run_1/m3.png
The bar under the picture is 50 um long.
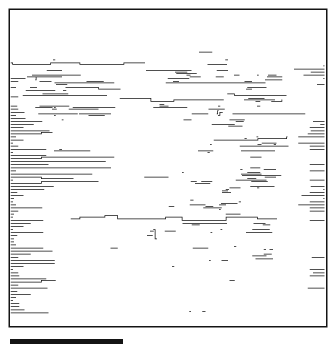
run_1/ff_map.png
Other sequential cells in the stronger gray, the rest of the logic in the fainter gray.
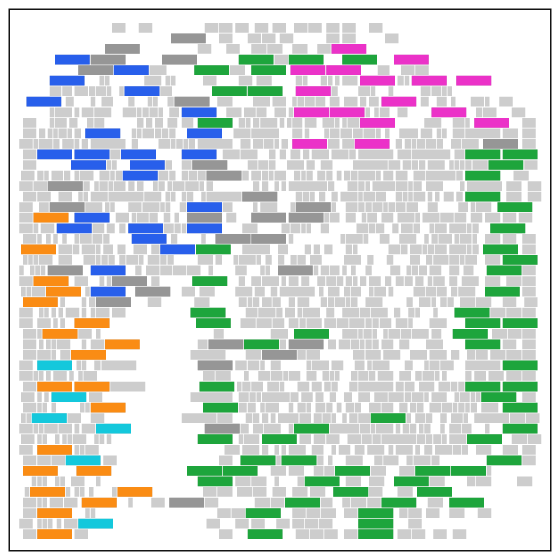
run_1/m2.png
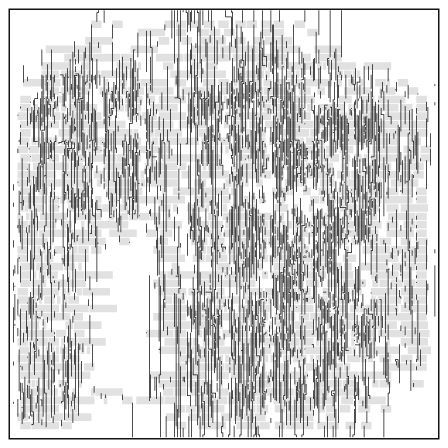
==> config.mk <==
export PLATFORM = sky130hd
export DESIGN_NAME = voice_scheduler
export DESIGN_NICKNAME = d
export VERILOG_FILES = /design/src/rtl/voice_scheduler.sv
export SDC_FILE = /design/constraint.sdc
export NUM_CORES = 1
export LEC_CHECK = 0
export CAP_MARGIN = 15
export CORE_MARGIN = 2
export CORE_UTILIZATION = 54
export DETAILED_ROUTE_END_ITERATION = 10
export PLACE_DENSITY = 0.89
export SYNTH_ARGS = -nofsm -noshare
export SYNTH_HDL_FRONTEND = slang
export SYNTH_SLANG_ARGS = --single-unit
==> constraint.sdc <==
create_clock -name clk -period 8.6 [get_ports clk]
set_input_delay 1.72 -clock clk [delete_from_list [all_inputs] [get_ports clk]]
set_output_delay 1.72 -clock clk [all_outputs]
set_load 0.02 [all_outputs]
==> src/rtl/voice_scheduler.sv <==
// rtl/voice_scheduler.sv - polyphonic voice allocator, beat-duration tracker and saturating sample mixer
// Optional macro VOICE_STEAL_EN: when every voice is busy, steal the one with the least remaining duration.
module voice_scheduler #(
    parameter int NUM_VOICES = 4,
    parameter int DUR_W      = 6
) (
    input  logic                     clk,
    input  logic                     reset,
    input  logic                     note_valid,
    output logic                     note_ready,
    input  logic [5:0]               note_in,
    input  logic [19:0]              freq,
    input  logic [DUR_W-1:0]         duration,
    input  logic                     beat,
    input  logic                     generate_next,
    output logic [NUM_VOICES-1:0]    voice_load,
    output logic [5:0]               voice_note,
    output logic [19:0]              voice_freq,
    output logic [NUM_VOICES-1:0]    voice_done,
    output logic [NUM_VOICES-1:0]    voice_gen,
    input  logic [NUM_VOICES-1:0]    voice_ready,
    input  logic [16*NUM_VOICES-1:0] voice_sample,
    output logic [NUM_VOICES-1:0]    busy,
    output logic                     mix_valid,
    output logic [15:0]              mix_sample,
    output logic                     overrun
);
    localparam logic [0:0] A_IDLE    = 1'b0;
    localparam logic [0:0] A_LOAD    = 1'b1;
    localparam logic [1:0] M_IDLE    = 2'd0;
    localparam logic [1:0] M_COLLECT = 2'd1;
    localparam logic [1:0] M_OUT     = 2'd2;
    localparam logic [DUR_W-1:0] ONE = DUR_W'(1);

    logic [0:0]            a_state;
    logic [1:0]            m_state;
    logic [DUR_W-1:0]      count   [NUM_VOICES];
    logic [15:0]           latched [NUM_VOICES];
    logic [NUM_VOICES-1:0] expected, got, got_next, sel;
    logic                  found, accept;
    logic [DUR_W-1:0]      load_count;
    logic [18:0]           sum;
    logic [15:0]           sat_sum;
`ifdef VOICE_STEAL_EN
    localparam int IDX_W = (NUM_VOICES > 1) ? $clog2(NUM_VOICES) : 1;
    logic [IDX_W-1:0]      best;
    logic                  steal;
`endif

    // Voice selection: lowest-index free voice, or a stolen voice when stealing is enabled.
    always_comb begin
        sel   = '0;
        found = 1'b0;
        for (int v = 0; v < NUM_VOICES; v++) begin
            if (!busy[v] && !found) begin
                sel[v] = 1'b1;
                found  = 1'b1;
            end
        end
`ifdef VOICE_STEAL_EN
        best  = '0;
        steal = 1'b0;
        for (int v = 1; v < NUM_VOICES; v++) begin
            if (count[v] < count[best]) best = IDX_W'(v);
        end
        if (!found) begin
            sel[best] = 1'b1;
            steal     = 1'b1;
        end
        note_ready = (a_state == A_IDLE);
`else
        note_ready = (a_state == A_IDLE) && found;
`endif
        accept     = note_valid && note_ready;
        load_count = (duration == '0) ? ONE : duration;
    end

    always_ff @(posedge clk or negedge reset) begin
        if (!reset) begin
            a_state    <= A_IDLE;
            voice_load <= '0;
            voice_note <= '0;
            voice_freq <= '0;
            voice_done <= '0;
            busy       <= '0;
            for (int v = 0; v < NUM_VOICES; v++) count[v] <= '0;
        end else begin
            a_state    <= accept ? A_LOAD : A_IDLE;
            voice_load <= accept ? sel : '0;
            voice_done <= '0;
            if (accept) begin
                voice_note <= note_in;
                voice_freq <= freq;
            end
            // A load into a voice takes precedence over a coincident beat decrement.
            for (int v = 0; v < NUM_VOICES; v++) begin
                if (accept && sel[v]) begin
                    busy[v]  <= 1'b1;
                    count[v] <= load_count;
`ifdef VOICE_STEAL_EN
                    voice_done[v] <= steal;
`endif
                end else if (beat && busy[v]) begin
                    count[v] <= count[v] - ONE;
                    if (count[v] == ONE) begin
                        busy[v]       <= 1'b0;
                        voice_done[v] <= 1'b1;
                    end
                end
            end
        end
    end

    always_comb begin
        got_next = got | (voice_ready & expected);
        sum      = '0;
        for (int v = 0; v < NUM_VOICES; v++) begin
            if (expected[v]) sum = sum + {{3{latched[v][15]}}, latched[v]};
        end
        if (sum[18:15] == 4'b0000 || sum[18:15] == 4'b1111) sat_sum = sum[15:0];
        else                                                 sat_sum = sum[18] ? 16'h8000 : 16'h7FFF;
    end

    always_ff @(posedge clk or negedge reset) begin
        if (!reset) begin
            m_state    <= M_IDLE;
            expected   <= '0;
            got        <= '0;
            voice_gen  <= '0;
            mix_valid  <= 1'b0;
            mix_sample <= '0;
            overrun    <= 1'b0;
            for (int v = 0; v < NUM_VOICES; v++) latched[v] <= '0;
        end else begin
            voice_gen <= '0;
            mix_valid <= 1'b0;
            if (generate_next) begin
                if (m_state != M_IDLE) overrun <= 1'b1;
                voice_gen <= busy;
                expected  <= busy;
                got       <= '0;
                m_state   <= M_COLLECT;
            end else begin
                case (m_state)
                    M_COLLECT: begin
                        for (int v = 0; v < NUM_VOICES; v++) begin
                            if (voice_ready[v] && expected[v]) latched[v] <= voice_sample[16*v +: 16];
                        end
                        got <= got_next;
                        if (got_next == expected) m_state <= M_OUT;
                    end
                    M_OUT: begin
                        mix_valid  <= 1'b1;
                        mix_sample <= sat_sum;
                        m_state    <= M_IDLE;
                    end
                    default: m_state <= M_IDLE;
                endcase
            end
        end
    end
endmodule
==> flow_summary.toml, run 1 <==
# synthesis and place-and-route metrics
[clock_network]
post_cts_buffers = 0
numClockSinks = 159
root_buffer = "clkbuf_16"
htree_levels = 4
insertion_delay_ns = 0.43

[timing]
final-setup-viol-count = 0
worst_slack_ns = 1.51
worst_pin_slew_ns = 1.06
fin_skew_ns = 0.0104
slew_headroom = 0.293

[hold_path]
hold_start = "voice_freq[6]$_DFFE_PN0P_"

[route]
vias_per_cell = 5.95
vias = 8557

[place]
place_inst = 1406

[synthesis]
mux_share = 0.0964
ys_warn_count = 0
async_flop_share = 1.00
xor_share = 0.0470
ff_type = "dfrtp_1"
top_cells_by_count = "nand2_1 (166), dfrtp_1 (159), mux2_2 (73), a21oi_1 (66), nor2_1 (66)"
adder_share = 0.0795

[final_layout]
flops = 159
top_regs = "latched (64), count (24), voice_freq (20)"
layout_top_cell = "nand2_1"
layout_top_cells_excl_fill_tap = "nand2_1 (166), clkdlybuf4s50_1 (164), dfrtp_1 (159), mux2_2 (73)"
diodes = 0
syn2layout_area_growth_pct = 23.9
largest_reg_flops = 64
biggestCellCategory = "combinational gates"
clock_area_frac = 0.0456
fin_area_sq_mm = 0.0122

[worst_setup_path]
worst_setup_path_start_kind = "flip-flop"
cp_top_family = "AND-OR/OR-AND gates"
cp_slowest_cell = "a2111oi_0"
worst-path-buf-inv = 1
max_stage_delay_ns = 0.56
worstSetupPathType = "flip-flop to flip-flop"
cp.depth = 27

[flow_run]
max-cap-violations = 0

[floorplan]
die_h_um = 139
core_region_area_sq_mm = 0.0180

[run_status]
status = "completed"

[global_routing]
grt_pass1_vias = 8546
About m3.png:
The layer carries 2040 um of wire. The wires run mostly horizontal.

About ff_map.png:
Magenta shows mix_sample, placed flops 16. Blue shows count, placed flops 24. Orange shows voice_freq, placed flops 20. Green shows latched, placed flops 64. Cyan shows voice_note, placed flops 6, where lower left.
Another 29 sequential cells are not colored.

About m2.png:
The layer carries 12300 um of wire. The layer holds 49% of the routed length. The wires run mostly vertical. 1191 nets have wire on it. The longest straight run is 50.7 um.

==> run 1 -> run 2 <==
- CORE_UTILIZATION: 54 -> 49
- PLACE_DENSITY: 0.89 -> 0.85
- clock period: 8.6 -> 6.45 ns (I/O delays scaled with it)
run_2/ff_map.png
Other sequential cells in the stronger gray, the rest of the logic in the fainter gray.
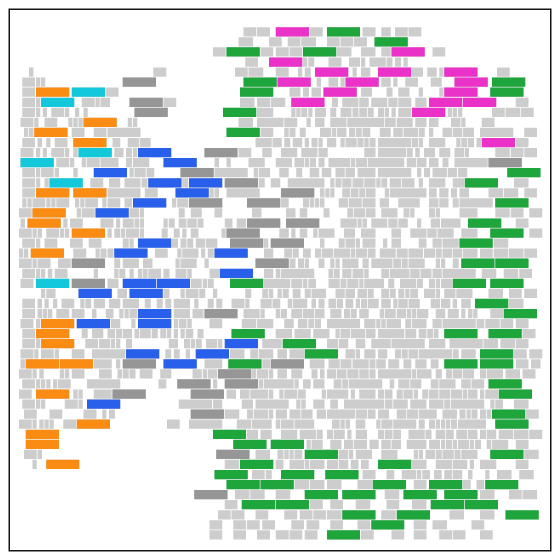
Blue shows count, placed flops 24, where middle left. Magenta shows mix_sample, placed flops 16. Green shows latched, placed flops 64. Orange shows voice_freq, placed flops 20. Cyan shows voice_note, placed flops 6, where upper left.
Another 29 sequential cells are not colored.

==> flow_summary.toml, run 2 <==
# synthesis and place-and-route metrics
[final_layout]
flops = 159
biggestCellCategory = "combinational gates"
num-nonclk-buffers = 206
largest_reg_flops = 64
syn2layout_area_growth_pct = 30.9
comb_area_sq_mm = 0.00591
combAreaFraction = 0.457
final-nonclk-buf-share = 0.152
fin_area_sq_mm = 0.0129
layout_top_cells_excl_fill_tap = "nand2_1 (164), clkdlybuf4s50_1 (164), dfrtp_1 (159), mux2_2 (73), nor2_1 (66)"
clock_area_frac = 0.0450
diodes = 1
top_regs = "latched (64), count (24), voice_freq (20)"
seq_share = 0.308

[global_routing]
busiest_layer = "met2"
grt_pass1_wl_um = 41900
overflow = 0
grt_pass1_vias = 8540
grt_util_met1 = 0.286

[worst_setup_path]
cp_slowest_cell = "or4b_4"
worstSetupPathType = "flip-flop to flip-flop"
cp_data_required_time_ns = 6.75
worst_setup_path_start_kind = "flip-flop"
cp_top_family = "AND-OR/OR-AND gates"
regToRegSetupSlack_ns = 0.11
cp-endpoint = "mix_sample[12]$_DFFE_PN0P_"
cp.depth = 32
max_stage_delay_ns = 0.54
worst-path-buf-inv = 2

[synthesis]
adder_share = 0.0795
ff_type = "dfrtp_1"
async_flop_share = 1.00
most_common_cell = "nand2_1"
xor_share = 0.0470
mux_share = 0.0964
synth_nets = 1215
ys_types = 75
ys_warn_count = 0
top_cells_by_count = "nand2_1 (166), dfrtp_1 (159), mux2_2 (73), a21oi_1 (66), nor2_1 (66)"

[timing]
period_used_share = 0.983
worst_pin_slew_ns = 0.989
worst_slack_ns = 0.107
rsz0062_at_grt = "true"
fin_tns_setup_ns = 0
final-setup-viol-count = 0
fin_skew_ns = 0.0109
whs_ns = 0.471
max_freq_ghz = 0.158
slew_headroom = 0.341

[floorplan]
die_w_um = 146
core_region_area_sq_mm = 0.0197
die_h_um = 146

[place]
place_inst = 1456

[clock_network]
insertion_delay_ns = 0.43
numClockSinks = 159
post_cts_buffers = 2
htree_levels = 4
root_buffer = "clkbuf_16"

[run_status]
status = "completed"

[route]
vias_per_cell = 5.72
vias = 8643
post-route-drc-count = 0

[hold_path]
worstHoldPathType = "flip-flop to flip-flop"
hold_start = "voice_freq[8]$_DFFE_PN0P_"

[flow_run]
max-cap-violations = 0
